===== src/rtl/rr_mux_arbiter.sv =====
// Round-robin 8:1 mux arbiter: grants one requester at a time for at most HOLD
// consecutive cycles and routes that requester's data bit to out.
module rr_mux_arbiter #(
    parameter int HOLD = 4
) (
    input  logic       clk,
    input  logic       rst_n,
    input  logic [7:0] req,
    input  logic [7:0] data,
    output logic [2:0] sel,
    output logic [7:0] gnt,
    output logic       out,
    output logic       out_valid
);

    typedef enum logic {
        IDLE = 1'b0,
        OWN  = 1'b1
    } state_t;

    localparam logic [3:0] HOLD_LAST = 4'(HOLD - 1);

    state_t     state_r;
    logic [2:0] ptr_r;
    logic [3:0] cnt_r;

    logic       release_s;
    logic [2:0] scan_base_s;
    logic [3:0] pick_s;
    logic       found_s;
    logic [2:0] win_idx_s;
    logic [7:0] win_onehot_s;

    // Scans from base+1 upward with wrap; base itself is visited last.
    // Iterating offsets high-to-low lets the nearest requester overwrite the result.
    function automatic logic [3:0] pick_winner(input logic [7:0] req_v,
                                               input logic [2:0] base);
        logic [3:0] res;
        logic [2:0] idx;
        res = 4'b0000;
        for (int i = 8; i >= 1; i--) begin
            idx = base + 3'(i);
            if (req_v[idx]) begin
                res = {1'b1, idx};
            end
        end
        return res;
    endfunction

    // Release decision and winner selection for the upcoming edge.
    always_comb begin
        release_s    = 1'b0;
        scan_base_s  = ptr_r;
        if (state_r == OWN) begin
            release_s = (req[sel] == 1'b0) || (cnt_r == HOLD_LAST);
        end else begin
            release_s = 1'b0;
        end
        if (release_s) begin
            scan_base_s = sel;
        end else begin
            scan_base_s = ptr_r;
        end
        pick_s       = pick_winner(req, scan_base_s);
        found_s      = pick_s[3];
        win_idx_s    = pick_s[2:0];
        win_onehot_s = 8'b0000_0001 << win_idx_s;
    end

    // Ownership state machine with registered sel/gnt.
    always_ff @(posedge clk or negedge rst_n) begin
        if (!rst_n) begin
            state_r <= IDLE;
            ptr_r   <= 3'd7;
            cnt_r   <= 4'd0;
            sel     <= 3'd0;
            gnt     <= 8'h00;
        end else begin
            case (state_r)
                IDLE: begin
                    if (found_s) begin
                        state_r <= OWN;
                        sel     <= win_idx_s;
                        gnt     <= win_onehot_s;
                        cnt_r   <= 4'd0;
                    end else begin
                        gnt     <= 8'h00;
                    end
                end
                OWN: begin
                    if (release_s) begin
                        ptr_r <= sel;
                        cnt_r <= 4'd0;
                        if (found_s) begin
                            sel <= win_idx_s;
                            gnt <= win_onehot_s;
                        end else begin
                            state_r <= IDLE;
                            gnt     <= 8'h00;
                        end
                    end else begin
                        cnt_r <= cnt_r + 4'd1;
                    end
                end
                default: begin
                    state_r <= IDLE;
                    gnt     <= 8'h00;
                    cnt_r   <= 4'd0;
                end
            endcase
        end
    end

    assign out_valid = (state_r == OWN);
    assign out       = (state_r == OWN) ? data[sel] : 1'b0;

endmodule


===== config.mk =====
export PLATFORM = sky130hd
export DESIGN_NAME = rr_mux_arbiter
export DESIGN_NICKNAME = d
export VERILOG_FILES = /design/src/rtl/rr_mux_arbiter.sv
export SDC_FILE = /design/constraint.sdc
export NUM_CORES = 1
export LEC_CHECK = 0
export CAP_MARGIN = 20
export CORE_ASPECT_RATIO = 0.7
export CORE_UTILIZATION = 55
export DETAILED_ROUTE_END_ITERATION = 10
export PLACE_DENSITY = 0.8
export SETUP_SLACK_MARGIN = 0.4
export SYNTH_ARGS = -nofsm -noshare
export SYNTH_HDL_FRONTEND = slang
export SYNTH_SLANG_ARGS = --single-unit

===== constraint.sdc =====
create_clock -name clk -period 13.6 [get_ports clk]
set_input_delay 3.4 -clock clk [delete_from_list [all_inputs] [get_ports clk]]
set_output_delay 3.4 -clock clk [all_outputs]
set_load 0.02 [all_outputs]

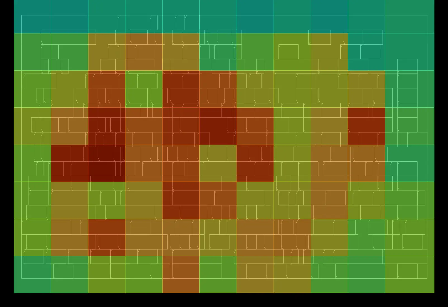
(routing congestion)
met3 usage: 0.0810
GR Util met2: 0.410
busiest layer in global routing: met2
fin util: 0.699
Routed wire per std cell: 18.8 um

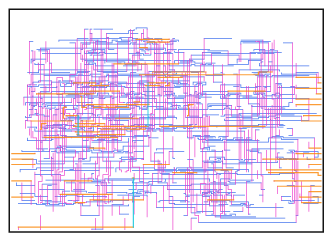
(routed metal, one color a layer)
(4 px per um)
cyan -> M4  # wire length 27.9 um
blue -> M1  # wire length 2,700 um
magenta -> M2  # wire length 2,490 um
orange -> M3  # wire length 537 um

==> impl_metrics.py <==
# Flow results
metrics = {
    "run_status": {
        "run_status": "complete, no violations",
    },
    "detailed_routing": {
        "vias": 2063,
    },
    "clock_network": {
        "post-cts-setup-buffers": 0,
        "cts_buffers": 3,
        "htreeDepth": 1,
        "cts_tree": "built",
        "cts-root-buf": "clkbuf_8",
        "cts_resized": 0,
        "clkLatencyLatePin_ps": 260,
        "clk_pin_slew_ps": 70,
        "clock-sinks": 19,
    },
    "cells_and_area": {
        "largest_class": "logic gates",
        "layout.nets": 279,
        "sh_comb_area": 0.640,
        "seq_share": 0.186,
    },
    "yosys": {
        "avgSynthCellArea_um2": 9.57,
        "synth_flops": 19,
        "syn_nets": 254,
        "top_area_frac": 0.179,
    },
    "setup_path": {
        "path_class": "in -> out",
        "cp_cell_sequence": "clkdlybuf4s50_1 > mux4_2 > nand2_1 > a21boi_0 > clkdlybuf4s50_1",
    },
    "die": {
        "io_pins": 31,
        "num_tap_cells": 50,
    },
    "sta": {
        "fin_tns_setup_ps": 0,
        "fin_skew_ps": 1.39,
        "period_needed_ps": 8370,
        "min_period_over_period": 0.615,
        "slew_headroom": 0.338,
        "rsz0062_at_grt": "no",
    },
    "hold_path": {
        "hp-class": "reg -> reg",
    },
    "job": {
        "warning_count": 27,
    },
    "global_routing": {
        "grt_use_total": 0.278,
    },
    "placement": {
        "dp.final_hpwl_um": 4230,
    },
}
layout by cell type (no fill, tap or decap), types with 2 or more instances in the layout:
master | netlist | final
nor3_1 | 9 | 9
a32o_1 | 8 | 8
nor2_1 | 12 | 12
ha_1 | 3 | 3
xnor2_1 | 2 | 2
o21ai_1 | 9 | 9
nand3_1 | 9 | 9
nor2_2 | 2 | 2
o21ai_0 | 7 | 7
mux2i_4 | 2 | 2
o22ai_1 | 2 | 2
clkbuf_8 | 0 | 3
nand2_1 | 17 | 17
mux4_2 | 9 | 9
inv_1 | 8 | 8
a211o_1 | 2 | 2
o211ai_1 | 4 | 4
dfstp_2 | 3 | 3
mux2i_1 | 30 | 30
dfrtp_1 | 16 | 16
o21bai_1 | 3 | 3
nor3_2 | 2 | 2
a21oi_1 | 10 | 10
a22o_1 | 3 | 3
mux2_2 | 6 | 6
o21a_1 | 4 | 4
mux2i_2 | 3 | 3
clkdlybuf4s50_1 | 0 | 30
synthesized netlist by cell type (2+ instances only):
cell type / n
o21ai_0: 7
dfstp_2: 3
mux2_2: 6
mux2i_2: 3
inv_1: 8
o21bai_1: 3
o211ai_1: 4
o21a_1: 4
nor3_1: 9
buf_1: 2
mux4_2: 9
a32o_1: 8
mux2i_1: 30
nor2_2: 2
o21ai_1: 9
a211o_1: 2
o22ai_1: 2
clkbuf_1: 2
dfrtp_1: 16
nor2_1: 12
mux2i_4: 2
nor3_2: 2
a22o_1: 3
nand3_1: 9
buf_2: 4
nand2_1: 17
xnor2_1: 2
ha_1: 3
a21oi_1: 10
buf_6: 2
registers in the layout (all words and copies together) (netlist names):
register and cells:
out_valid 1, gnt 8, ptr_r 3, sel 3, cnt_r 4
routing by layer:
layer	share of wire	global-route usage
met1	0.47	0.400
met2	0.43	0.410
met3	0.093	0.0810
met4	0.0047	0.0635
met5	0	0
critical path: cells and delay by family:
family	cells	cell delay (ps)
AND/OR/NAND/NOR	1	80
multiplexers	1	470
AND-OR/OR-AND	1	80
buffers and inverters	2	940
final timing paths:
kind | startpoint | slack (ps) | cells past startpoint | to
hold / removal | gnt[4] | 500 | 1 | gnt[4]
min in group asynchronous | rst_n | 3610 | 1 | gnt[6]
hold reg to reg | gnt[4] | 500 | 1 | gnt[4]
max in group asynchronous | rst_n | 9490 | 1 | cnt_r[1]
setup / recovery | data[3] | 5230 | 5 | out
setup reg to reg | sel[0] | 8500 | 15 | gnt[3]
cell families (layout without fill, tap and decap cells):
family          Yosys count  count (layout)  share of synthesized area
simple gates             66              66                      0.162
flops                    19              19                      0.215
fa+ha+maj                 3               3                     0.0168
mux                      51              51                      0.301
buf+inv                  20              44                     0.0443
xor+xnor                  4               4                     0.0275
compound gates           70              70                      0.234
through the flow:
stage               area [um^2]  cells  worst slack, ps  hold WS (ps)
floorplan                  2230    233             6030           476
global placement           2540    303             5280           478
detailed placement         2540    303             5240           481
CTS                        2580    307             5240           502
global route               2580    307             5200           537
finish                     2580    307             5230           499
